### M1 wires

Scale bar: 50 µm. Supply wires on this layer in grey.
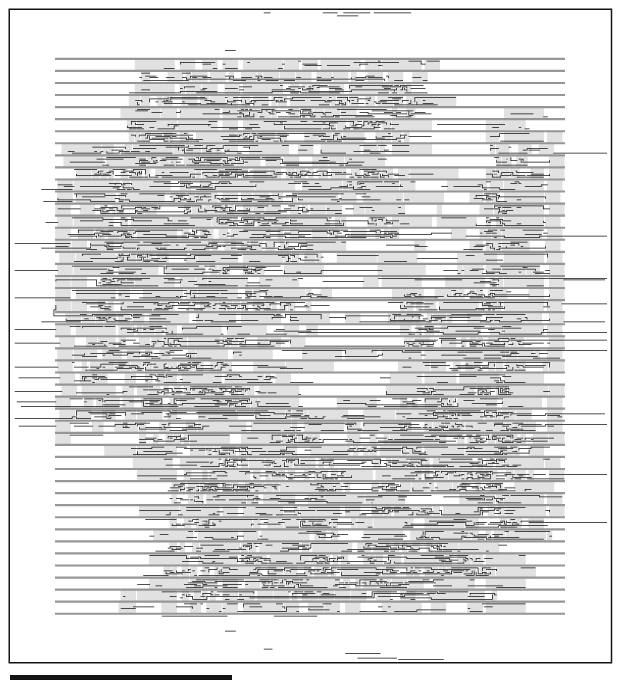
### Wiring by layer

Only two layers are drawn.
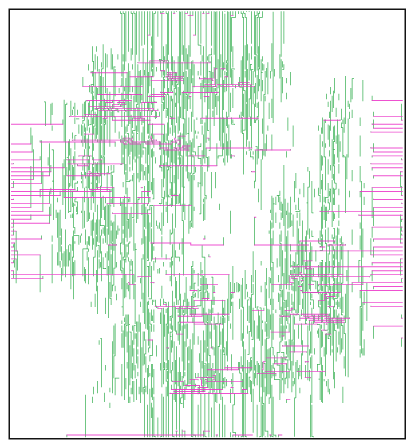
<file path="config.mk">
export PLATFORM = sky130hd
export DESIGN_NAME = alu_issue_stage
export DESIGN_NICKNAME = d
export VERILOG_FILES = /design/src/rtl/alu_pkg.sv /design/src/rtl/alu_decode.sv /design/src/rtl/alu_issue_stage.sv
export SDC_FILE = /design/constraint.sdc
export NUM_CORES = 1
export LEC_CHECK = 0
export CAP_MARGIN = 0
export CORE_ASPECT_RATIO = 1.1
export CORE_MARGIN = 10
export CORE_UTILIZATION = 49
export CTS_CLUSTER_DIAMETER = 40
export DETAILED_ROUTE_END_ITERATION = 7
export GPL_TIMING_DRIVEN = 1
export PLACE_DENSITY = 0.92
export SETUP_SLACK_MARGIN = 0.05
export SYNTH_ARGS = -nofsm -noshare
export SYNTH_HDL_FRONTEND = slang
export SYNTH_SLANG_ARGS = --single-unit
</file>
<file path="constraint.sdc">
create_clock -name clock -period 2.3 [get_ports clock]
set_input_delay 0.345 -clock clock [delete_from_list [all_inputs] [get_ports clock]]
set_output_delay 0.345 -clock clock [all_outputs]
set_load 0.005 [all_outputs]
</file>
<file path="src/rtl/alu_pkg.sv">
// Shared ALU definitions: opcode constants, LEGv8 opcode-field values and the
// issued-operation payload type.
package alu_pkg;

    localparam int unsigned ALU_W = 32;

    // 4-bit ALU opcodes
    localparam logic [3:0] ALU_NOP = 4'b0000;
    localparam logic [3:0] ALU_ADD = 4'b0010;
    localparam logic [3:0] ALU_OR  = 4'b0100;
    localparam logic [3:0] ALU_AND = 4'b0110;
    localparam logic [3:0] ALU_CBZ = 4'b0111;
    localparam logic [3:0] ALU_XOR = 4'b1001;
    localparam logic [3:0] ALU_SUB = 4'b1010;
    localparam logic [3:0] ALU_MOV = 4'b1101;

    // LEGv8 opcode fields, instr[31:21]
    localparam logic [10:0] OP_ADD  = 11'b10001011000;
    localparam logic [10:0] OP_SUB  = 11'b11001011000;
    localparam logic [10:0] OP_AND  = 11'b10001010000;
    localparam logic [10:0] OP_ORR  = 11'b10101010000;
    localparam logic [10:0] OP_EOR  = 11'b11001010000;
    localparam logic [10:0] OP_LDUR = 11'b11111000010;
    localparam logic [10:0] OP_STUR = 11'b11111000000;
    // instr[31:22]
    localparam logic [9:0]  OP_ADDI = 10'b1001000100;
    localparam logic [9:0]  OP_SUBI = 10'b1101000100;
    // instr[31:23]
    localparam logic [8:0]  OP_MOVZ = 9'b110100101;
    // instr[31:24]
    localparam logic [7:0]  OP_CBZ  = 8'b10110100;

    typedef struct packed {
        logic [3:0]       opcode;
        logic [ALU_W-1:0] in_one;
        logic [ALU_W-1:0] in_two;
        logic             illegal;
    } payload_t;

endpackage

</file>
<file path="src/rtl/alu_decode.sv">
// Combinational LEGv8 decoder: maps an instruction word and its two register
// values onto the ALU payload (opcode, operands, illegal flag).
// Ports: instr, rnData, rmData in; payload out.
module alu_decode
    import alu_pkg::*;
(
    input  logic [31:0]      instr,
    input  logic [ALU_W-1:0] rnData,
    input  logic [ALU_W-1:0] rmData,
    output payload_t         payload
);

    always_comb begin
        payload = '{opcode: ALU_NOP, in_one: '0, in_two: '0, illegal: 1'b0};
        unique case (1'b1)
            instr[31:21] == OP_ADD: payload = '{ALU_ADD, rnData, rmData, 1'b0};
            instr[31:21] == OP_SUB: payload = '{ALU_SUB, rnData, rmData, 1'b0};
            instr[31:21] == OP_AND: payload = '{ALU_AND, rnData, rmData, 1'b0};
            instr[31:21] == OP_ORR: payload = '{ALU_OR,  rnData, rmData, 1'b0};
            instr[31:21] == OP_EOR: payload = '{ALU_XOR, rnData, rmData, 1'b0};
            (instr[31:21] == OP_LDUR) || (instr[31:21] == OP_STUR):
                payload = '{ALU_ADD, rnData, {{(ALU_W-9){instr[20]}}, instr[20:12]}, 1'b0};
            instr[31:22] == OP_ADDI:
                payload = '{ALU_ADD, rnData, {{(ALU_W-12){1'b0}}, instr[21:10]}, 1'b0};
            instr[31:22] == OP_SUBI:
                payload = '{ALU_SUB, rnData, {{(ALU_W-12){1'b0}}, instr[21:10]}, 1'b0};
            instr[31:23] == OP_MOVZ:
                // hw field ignored
                payload = '{ALU_MOV, {{(ALU_W-16){1'b0}}, instr[20:5]}, '0, 1'b0};
            instr[31:24] == OP_CBZ:
                // Rt arrives on the Rm read port
                payload = '{ALU_CBZ, rmData, '0, 1'b0};
            default: payload.illegal = 1'b1;
        endcase
    end

endmodule

</file>
<file path="src/rtl/alu_issue_stage.sv">
// Decode/issue stage in front of the ALU. Accepts instruction + register
// operands over valid/ready, decodes, and presents the registered payload
// with a one-entry skid so instrReady never depends on opReady.
// Ports: clock, resetN; instrValid/instrReady/instr/rnData/rmData in-side;
// opValid/opReady/opcode/inOne/inTwo/illegal out-side; issueCount.
module alu_issue_stage
    import alu_pkg::*;
#(
    parameter int unsigned DATA_W = 32,
    parameter int unsigned CNT_W  = 16
) (
    input  logic              clock,
    input  logic              resetN,
    input  logic              instrValid,
    output logic              instrReady,
    input  logic [31:0]       instr,
    input  logic [DATA_W-1:0] rnData,
    input  logic [DATA_W-1:0] rmData,
    output logic              opValid,
    input  logic              opReady,
    output logic [3:0]        opcode,
    output logic [DATA_W-1:0] inOne,
    output logic [DATA_W-1:0] inTwo,
    output logic              illegal,
    output logic [CNT_W-1:0]  issueCount
);

    payload_t dec_pl;
    payload_t out_q, out_d;
    payload_t skid_q, skid_d;
    logic     out_valid_q, out_valid_d;
    logic     skid_full_q, skid_full_d;
    logic [CNT_W-1:0] count_q, count_d;
    logic     accept, issue;

    alu_decode u_decode (
        .instr   (instr),
        .rnData  (rnData),
        .rmData  (rmData),
        .payload (dec_pl)
    );

    assign accept = instrValid & ~skid_full_q;
    assign issue  = out_valid_q & opReady;

    always_comb begin
        out_d       = out_q;
        out_valid_d = out_valid_q;
        skid_d      = skid_q;
        skid_full_d = skid_full_q;
        count_d     = issue ? count_q + 1'b1 : count_q;
        if (issue && skid_full_q) begin
            // accept cannot coincide here: instrReady is low while skid is full
            out_d       = skid_q;
            skid_full_d = 1'b0;
        end else begin
            if (issue) begin
                out_valid_d = 1'b0;
            end
            if (accept) begin
                if (!out_valid_q || issue) begin
                    out_d       = dec_pl;
                    out_valid_d = 1'b1;
                end else begin
                    skid_d      = dec_pl;
                    skid_full_d = 1'b1;
                end
            end
        end
    end

    always_ff @(posedge clock or negedge resetN) begin
        if (!resetN) begin
            out_q       <= '0;
            out_valid_q <= 1'b0;
            skid_q      <= '0;
            skid_full_q <= 1'b0;
            count_q     <= '0;
        end else begin
            out_q       <= out_d;
            out_valid_q <= out_valid_d;
            skid_q      <= skid_d;
            skid_full_q <= skid_full_d;
            count_q     <= count_d;
        end
    end

    assign instrReady = ~skid_full_q;
    assign opValid    = out_valid_q;
    assign opcode     = out_q.opcode;
    assign inOne      = out_q.in_one;
    assign inTwo      = out_q.in_two;
    assign illegal    = out_q.illegal;
    assign issueCount = count_q;

endmodule

</file>
==> run_results.csv <==
group,metric,value,unit
outcome,status,"finished, final reports clean",
synthesis,common_cells,"dfrtp_1 (156), o21ai_0 (122), nand2_1 (107)",
critical_path,rr_endpoint,"inTwo[29]",
cells_and_area,comb_share,29.8,%
critical_path,cp_slowest_cell,"clkdlybuf4s50_1",
synthesis,post_synth_inst_count,752,
critical_path,critPathMaxFanout,6,
clocking,cts_tree,"built",
critical_path,critPathLaunchType,"flop",
timing,setup_viol,0,
synthesis,yosys.area_share.xor_xnor,1.83,%
critical_path,cp_top_family,"buffers and inverters",
synthesis,ys_cells,752,
job,warning_count,31,
power,top_power_group,"sequential cells",
timing,worst_slack,0.259,ns
critical_path,worstSetupEndpointType,"output port",
placed_design,dp.cells,1108,
clocking,root_buffer,"clkbuf_16",
timing,period_minus_slack,2.04,ns
critical_path,cp_num_buf_inv,2,
synthesis,yosysMostFrequentCell,"dfrtp_1",
synthesis,top_cell_area_share,54.3,%
clocking,post-cts-setup-buffers,0,
power,p_sw,3.27,mW
synthesis,ys.flops,156,
synthesis,synthArstFlopShare,100,%
clocking,htree_levels,4,
cells_and_area,ff_count,156,
cells_and_area,top_register,"skid_q",
power,power.internal,7.17,mW
die,initCoreUtil,49.9,%
timing,fin_crit_sh,88.8,%
synthesis,synth_top_cell_by_area,"dfrtp_1",
die,tapCellCount,192,
routing,top_layer_used,"met4",
cells_and_area,nonClkBufAreaFrac,22.7,%
synthesis,synth_area,7190,µm²
routing,ant_nets,0,
timing,worstMarginPinSlew,0.605,ns
routing,drc,0,
die,dieHeight,147,µm
die,fp-row-count,46,
placed_design,place_ws,-0.204,ns
timing,fin_skew,0.00720,ns
cells_and_area,instances_no_fill,1140,
placed_design,gp_congestion,0.890,
power,power_density,1030,nW/µm²
timing,slew_viol_final,0,
critical_path,crit_path_cell_trace,"clkinv_1 -> clkdlybuf4s50_1",
routing,wl_per_cell,20.7,µm
cells_and_area,mi_logic_area,3020,µm²
cells_and_area,nNonClkBuffers,229,
critical_path,worst-path-stages,2,
synthesis,syn_nets,853,
grt,antenna_found_initial,0,
synthesis,ys_seq_share,54.3,%
routing,wl_met2,11.4,mm
critical_path,critPathLaunch,"skid_full_q",
power,irDropWorstVdd,0.768,mV
min_path,hold_class,"input port to async pin",
timing,tns,0,ns
routing,met1_length,9.07,mm
timing,rsz0062_at_grt,"false",
critical_path,critPathArrivalTime,1.70,ns
cells_and_area,lay_top_cells,"clkdlybuf4s50_1 (180), dfrtp_1 (156), o21ai_0 (122), nand2_1 (106), nor2_1 (55)",
power,seq_power,3.88,mW
synthesis,simple_gate_area_share,12.9,%
timing,hold_viol_final,0,
synthesis,avgSynthCellArea,9.56,µm²
timing,max_freq,0.490,GHz
cells_and_area,fill_cells,994,
clocking,cts_resized,0,
routing,drt-total-wl,23.6,mm
cells_and_area,diodes,0,
synthesis,yosysUniqueCellTypes,47,
power,seqPwrFrac,37.1,%
cells_and_area,clock_buffers,25,
synthesis,adder_share,0.174,%
placed_design,placement.io_buffers,181,
critical_path,r2r-start,"skid_full_q",
die,ios,187,
power,switching_share,31.3,%
grt,first_global_vias,6766,
synthesis,edf_count,0,
cells_and_area,layout_top_cell,"clkdlybuf4s50_1",
power,finalPower,10.4,mW
cells_and_area,final_layout_size_suffix_gt1_share,9.18,%
routing,wl_met3,2.05,mm
clocking,hold_buffers,1,
cells_and_area,num-nonclk-inverters,3,
synthesis,aoi_share,26.7,%
routing,via_per_inst,6.20,
cells_and_area,largest_class,"flip-flops and latches",
grt,grt_util_met1,28.8,%
die,die_x,135,µm
clocking,cts_sinks,156,
cells_and_area,seq_area,3900,µm²
grt,grt.busiest_layer,"met2",
synthesis,ys_area,7190,µm²
routing,firstDrtPassIters,6,
grt,grt_max_degree,91,
synthesis,synth_warnings,0,
synthesis,ff_type,"dfrtp_1",
power,pwr-share-comb,32.1,%
power,pg_comb,3.36,mW
synthesis,topCellsByArea,"dfrtp_1 (54%), o21ai_0 (8.5%), nand2_1 (5.6%)",
cells_and_area,final_util,70.6,%
Notes on 'M1 wires' above:
- wire length on this layer: 9,070 µm
- main direction: horizontal
- longest straight run: 51.5 µm

Notes on 'Wiring by layer' above:
- metal 3: magenta (wire length 2,050 µm)
- metal 2: green (wire length 11,400 µm)

No activity file was given, so power comes from the tool's default toggle rates.
